## src/rtl/pipeline_sink.sv

```systemverilog
`default_nettype none
// ============================================================================
//  Module   : pipeline_sink
//  Purpose  : Terminal consumer of the address/id/valid + stall pipeline.
//             Buffers accepted requests in a first-word-fall-through FIFO,
//             drains them through a valid/ready response port, checks the
//             id sequence and counts accepts (saturating).
//  Revision : 1.0 - initial release
// ============================================================================
module pipeline_sink #(
    parameter int ADDRESS_WIDTH = 32,
    parameter int ID_WIDTH      = 8,
    parameter int DEPTH         = 4,
    parameter int COUNT_WIDTH   = 16
) (
    input  logic                       clk,
    input  logic                       reset,
    input  logic [ADDRESS_WIDTH-1:0]   in_address,
    input  logic [ID_WIDTH-1:0]        in_id,
    input  logic                       in_valid,
    output logic                       out_stall,
    output logic [ADDRESS_WIDTH-1:0]   rsp_address,
    output logic [ID_WIDTH-1:0]        rsp_id,
    output logic                       rsp_valid,
    input  logic                       rsp_ready,
    input  logic                       clear_stats,
    output logic [COUNT_WIDTH-1:0]     accepted_count,
    output logic                       seq_error,
    output logic [ID_WIDTH-1:0]        seq_error_id,
    output logic [$clog2(DEPTH):0]     occupancy
);

    localparam int                  c_PTR_W      = $clog2(DEPTH);
    localparam int                  c_OCC_W      = c_PTR_W + 1;
    localparam logic [c_OCC_W-1:0]  c_FULL_LEVEL = c_OCC_W'(DEPTH);
    localparam logic [c_OCC_W-1:0]  c_OCC_ONE    = c_OCC_W'(1);
    localparam logic [c_PTR_W-1:0]  c_PTR_ONE    = c_PTR_W'(1);
    localparam logic [ID_WIDTH-1:0] c_ID_ONE     = ID_WIDTH'(1);
    localparam logic [COUNT_WIDTH-1:0] c_CNT_ONE = COUNT_WIDTH'(1);

    // Storage and bookkeeping
    logic [ADDRESS_WIDTH-1:0] r_mem_addr [DEPTH];
    logic [ID_WIDTH-1:0]      r_mem_id   [DEPTH];
    logic [c_PTR_W-1:0]       r_wr_ptr;
    logic [c_PTR_W-1:0]       r_rd_ptr;
    logic [c_OCC_W-1:0]       r_occupancy;
    logic [COUNT_WIDTH-1:0]   r_accepted_count;
    logic                     r_seq_error;
    logic [ID_WIDTH-1:0]      r_seq_error_id;
    logic [ID_WIDTH-1:0]      r_expected_id;

    logic w_full;
    logic w_nonempty;
    logic w_accept;
    logic w_pop;
    logic w_id_match;

    // Stall and valid are decoded purely from the registered occupancy so
    // that neither in_valid nor rsp_ready can reach out_stall combinationally.
    assign w_full     = (r_occupancy == c_FULL_LEVEL);
    assign w_nonempty = (r_occupancy != '0);
    assign w_accept   = in_valid && !w_full;
    assign w_pop      = w_nonempty && rsp_ready;
    assign w_id_match = (in_id == r_expected_id);

    assign out_stall      = w_full;
    assign rsp_valid      = w_nonempty;
    assign rsp_address    = w_nonempty ? r_mem_addr[r_rd_ptr] : '0;
    assign rsp_id         = w_nonempty ? r_mem_id[r_rd_ptr]   : '0;
    assign occupancy      = r_occupancy;
    assign accepted_count = r_accepted_count;
    assign seq_error      = r_seq_error;
    assign seq_error_id   = r_seq_error_id;

    // Write accepted requests into the slot at the write pointer
    always_ff @(posedge clk) begin
        if (w_accept) begin
            r_mem_addr[r_wr_ptr] <= in_address;
            r_mem_id[r_wr_ptr]   <= in_id;
        end
    end

    // Pointer and occupancy tracking; reset discards everything buffered
    always_ff @(posedge clk) begin
        if (reset) begin
            r_wr_ptr    <= '0;
            r_rd_ptr    <= '0;
            r_occupancy <= '0;
        end else begin
            if (w_accept) begin
                r_wr_ptr <= r_wr_ptr + c_PTR_ONE;
            end
            if (w_pop) begin
                r_rd_ptr <= r_rd_ptr + c_PTR_ONE;
            end
            case ({w_accept, w_pop})
                2'b10:   r_occupancy <= r_occupancy + c_OCC_ONE;
                2'b01:   r_occupancy <= r_occupancy - c_OCC_ONE;
                default: r_occupancy <= r_occupancy;
            endcase
        end
    end

    // Saturating accept counter; clear takes priority over an increment
    always_ff @(posedge clk) begin
        if (reset) begin
            r_accepted_count <= '0;
        end else if (clear_stats) begin
            r_accepted_count <= '0;
        end else if (w_accept && (r_accepted_count != '1)) begin
            r_accepted_count <= r_accepted_count + c_CNT_ONE;
        end
    end

    // Id sequence checking: the expected id always resyncs to the accepted
    // id + 1 (identical to expected + 1 on a match); clear only touches the
    // error flags, never the expected id.
    always_ff @(posedge clk) begin
        if (reset) begin
            r_expected_id  <= '0;
            r_seq_error    <= 1'b0;
            r_seq_error_id <= '0;
        end else begin
            if (w_accept) begin
                r_expected_id <= in_id + c_ID_ONE;
            end
            if (clear_stats) begin
                r_seq_error    <= 1'b0;
                r_seq_error_id <= '0;
            end else if (w_accept && !w_id_match) begin
                r_seq_error <= 1'b1;
                if (!r_seq_error) begin
                    r_seq_error_id <= in_id;
                end
            end
        end
    end

endmodule
`default_nettype wire
```

## config.mk

```make
export PLATFORM = sky130hd
export DESIGN_NAME = pipeline_sink
export DESIGN_NICKNAME = d
export VERILOG_FILES = /design/src/rtl/pipeline_sink.sv
export SDC_FILE = /design/constraint.sdc
export NUM_CORES = 1
export LEC_CHECK = 0
export CAP_MARGIN = 20
export CORE_MARGIN = 1.5
export CORE_UTILIZATION = 50
export CTS_BUF_LIST = sky130_fd_sc_hd__clkbuf_4
export DETAILED_ROUTE_END_ITERATION = 10
export PLACE_DENSITY_LB_ADDON = 0.25
export SLEW_MARGIN = 20
export SYNTH_ARGS = -nofsm -noshare
export SYNTH_HDL_FRONTEND = slang
export SYNTH_SLANG_ARGS = --single-unit
```

## constraint.sdc

```tcl
create_clock -name clk -period 4.9 [get_ports clk]
set_input_delay 0.98 -clock clk [delete_from_list [all_inputs] [get_ports clk]]
set_output_delay 0.98 -clock clk [all_outputs]
set_load 0.05 [all_outputs]
```

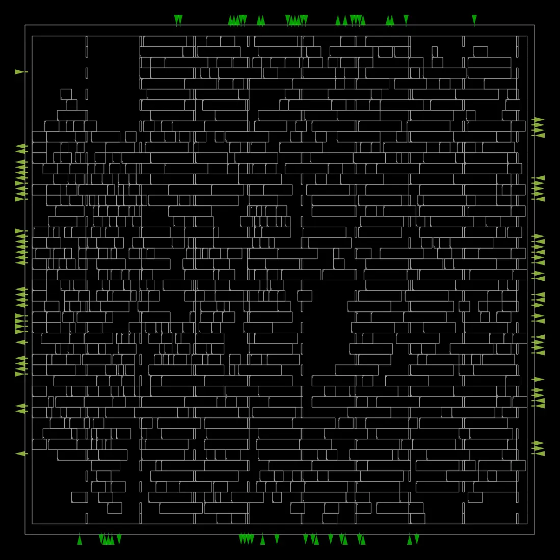
*Placed standard cells*
flop share of the area: 0.553
sequential cell count: 202
share of the core filled with cells: 0.643

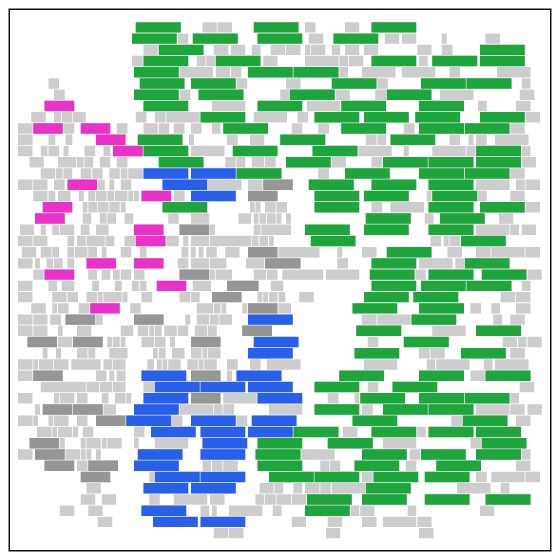
*Sequential cells grouped by signal name*
| netlist name | colour | placed flops |
|---|---|---|
| r_mem_id | blue | 32 |
| accepted_count | magenta | 16 |
| r_mem_addr | green | 128 |
not coloured: 26
FF+latch area: 5650 um2
sequential power: 2.19 mW

==> impl.org <==
#+TITLE: Implementation results

** Run status
- Status :: finished clean

** Timing
- The end-of-flow timing check tallies setup violations at 0.
- The final layout reports a setup TNS of 0 ns.
- Setup repair after global routing left no endpoint under its margin.
- Worst setup margin :: between 0.9 and 1 ns
- The highest clock rate this design can be run at is between 200 and 300 MHz.
- Time the final worst path needs with I/O delays and setup :: 3.99 ns
- Looking at the max-slew report, the worst-margin pin has a slew of 0.831 ns.

** Pwr
- For this design the total switching power over the nets is between 2 and 2.5 mW.
- Clock network fraction of total power :: 0.245
- Portion of total power attributed to sequential cells :: 0.384
- Summing internal, switching and leakage power gives roughly 5.7 mW.
- Switching part of the total power :: 0.366
- The leakage component of the power was reported as roughly 3.4 nW.
- The power report attributes to the combinational group a share of 0.372.
- The flow reports power dissipated in combinational cells as 2.12 mW.
- Clock network power :: around 1.4 mW
- The internal portion of the total power is roughly 3.6 mW.
- Highest ir drop seen on vdd :: 324 uV

** Setup path
- Per the timing report, the most critical flop-to-flop path finishes at occupancy[2].
- At the worst endpoint, the required time is between 3 and 4 ns.
- The script reports the combined buffer and inverter count of the critical path as 1.
- For this design, the slowest cell found on the critical path is dfxtp_4.
- The worst setup path is captured at an output pin.
- Beginning of the worst register-to-register path :: occupancy[2]
- Walking the worst path, the cells encountered are mux4_2 -> and2_1 -> clkdlybuf4s50_1.
- In this run the number of cells on the critical path is 3.
- Largest incremental delay on the critical path :: 0.90 ns
- CP Max Fanout :: 40
- Data arrives at the worst endpoint at about 3.0 ns.
- The setup path with the least slack is of type flop to output pin.
- STA classifies the critical path startpoint as a flop.

** GRT
- Global route summary, busiest routing layer listed as met2.
- Met2 GRT Util :: 0.317
- Global-route wire length before repair :: around 25000 um
- Initial antenna violation count :: 1
- Total grt overflow :: 0
- Aggregate global-route resource usage :: 0.193
- Met3 capacity usage during global routing :: 0.0574
- Number of global-route vias before repair :: about 5000

** Clock network
- Clk_lat worst skew :: just over 0.6 ns
- Maximum clock path buffer count :: 3
- Setup Buffers After CTS :: 0
- The H-tree was split into 2 levels.
- In the CTS report, the clock slew at the register clock pins of the worst setup and hold paths is listed as roughly 0.06 ns.
- Hold-fix buffers, CTS :: 0
- TritonCTS built the clock tree.

** Yosys
- Top flip-flop cell by instance count after synthesis :: edfxtp_1
- The number of different library cells used by synthesis comes to slightly above 40.
- Netlist area before placement :: approximately 8000 um2
- Per the synthesis report, the simple-gate share of the synthesized area is 0.0978.
- The commonest cells after synthesis are edfxtp_1 (160), dfxtp_1 (42), and2_1 (41).
- Yosys stat cell total :: 498
- The synthesis log from Yosys contains 0 warnings.
- The biggest area contributor in the post-synthesis netlist is edfxtp_1.
- Summing all multiplexer cells gives an area fraction of 0.120.
- Area share of the leading cell type in the synthesized netlist :: 0.589
- Syn Nets :: 551
- The post-synth register bit count is around 200.
- Synthesized area per cell :: between 15 and 20 um2
- The cell-mix breakdown from Yosys lists the XOR/XNOR area share as 0.0204.

** Placement
- The HPWL after detailed placement is between 9000 and 10000 um.
- RePlAce Congestion :: roughly 0.85

** Route
- Wire segments on met2 add up to between 7000 and 8000 um in the final route.
- Antenna Violating Nets Remaining :: 0
- The first detailed-routing pass ran for 4 iterations.
- After detailed routing, the wire length on met1 is slightly below 7000 um.
- Using the TritonRoute via totals, the vias-per-cell ratio works out to 5.41.

** Worst hold path
- End of the worst hold path :: seq_error_id[7]
- Depth of the worst hold-timing path :: 2
- Looking at hold timing, the worst path starts from seq_error_id[7].
- According to the hold report, the worst path is of the flop to flop type.

** Floorplan
- Area of the placeable core :: ~16000 um2
- Die area :: between 15000 and 20000 um2
- The floorplan report lists the tap cell count as approximately 220.
- According to the I/O placement log, the pin count is ~120.
- Placement row count :: ~46
- The die is 131 um tall.
- Share of the core filled by cells before placement :: 0.513
- Die width :: between 100 and 150 um

** Job
- The tool warning count for the run is 29.

** Cells and area
- In the final layout, the fill cell count is about 1200.
- Largest reg by FF count :: r_mem_addr
- Leaving out filler cells and counting taps, the final layout contains 901.
- Top cells excl fill/tap :: edfxtp_1 (160), clkdlybuf4s50_1 (114), clkbuf_4 (74)
- The multi-input combinational cells in the finished layout cover a total of about 2400 um2.
- Among logic cells in the layout, the one with the most instances is edfxtp_1.
- Number of ordinary inverters in the final layout :: 8
- According to the finish report, the design has a final net count of roughly 700.
- Multi-input combinational cells in the finished layout were counted as between 200 and 300.
- Cell area after layout :: 10200 um2
- Of all the cell area in the finished design, the clock network holds 0.0639.
- Among all cell classes, the greatest summed area belongs to flip-flops and latches.
- Non-clock buffers in the final layout number 119.
- The layout has roughly 74 clock buffers.
- Of the total standard cell area in the layout, the multi-input combinational portion is 0.232.
Power is estimated from default activity; no workload was simulated.
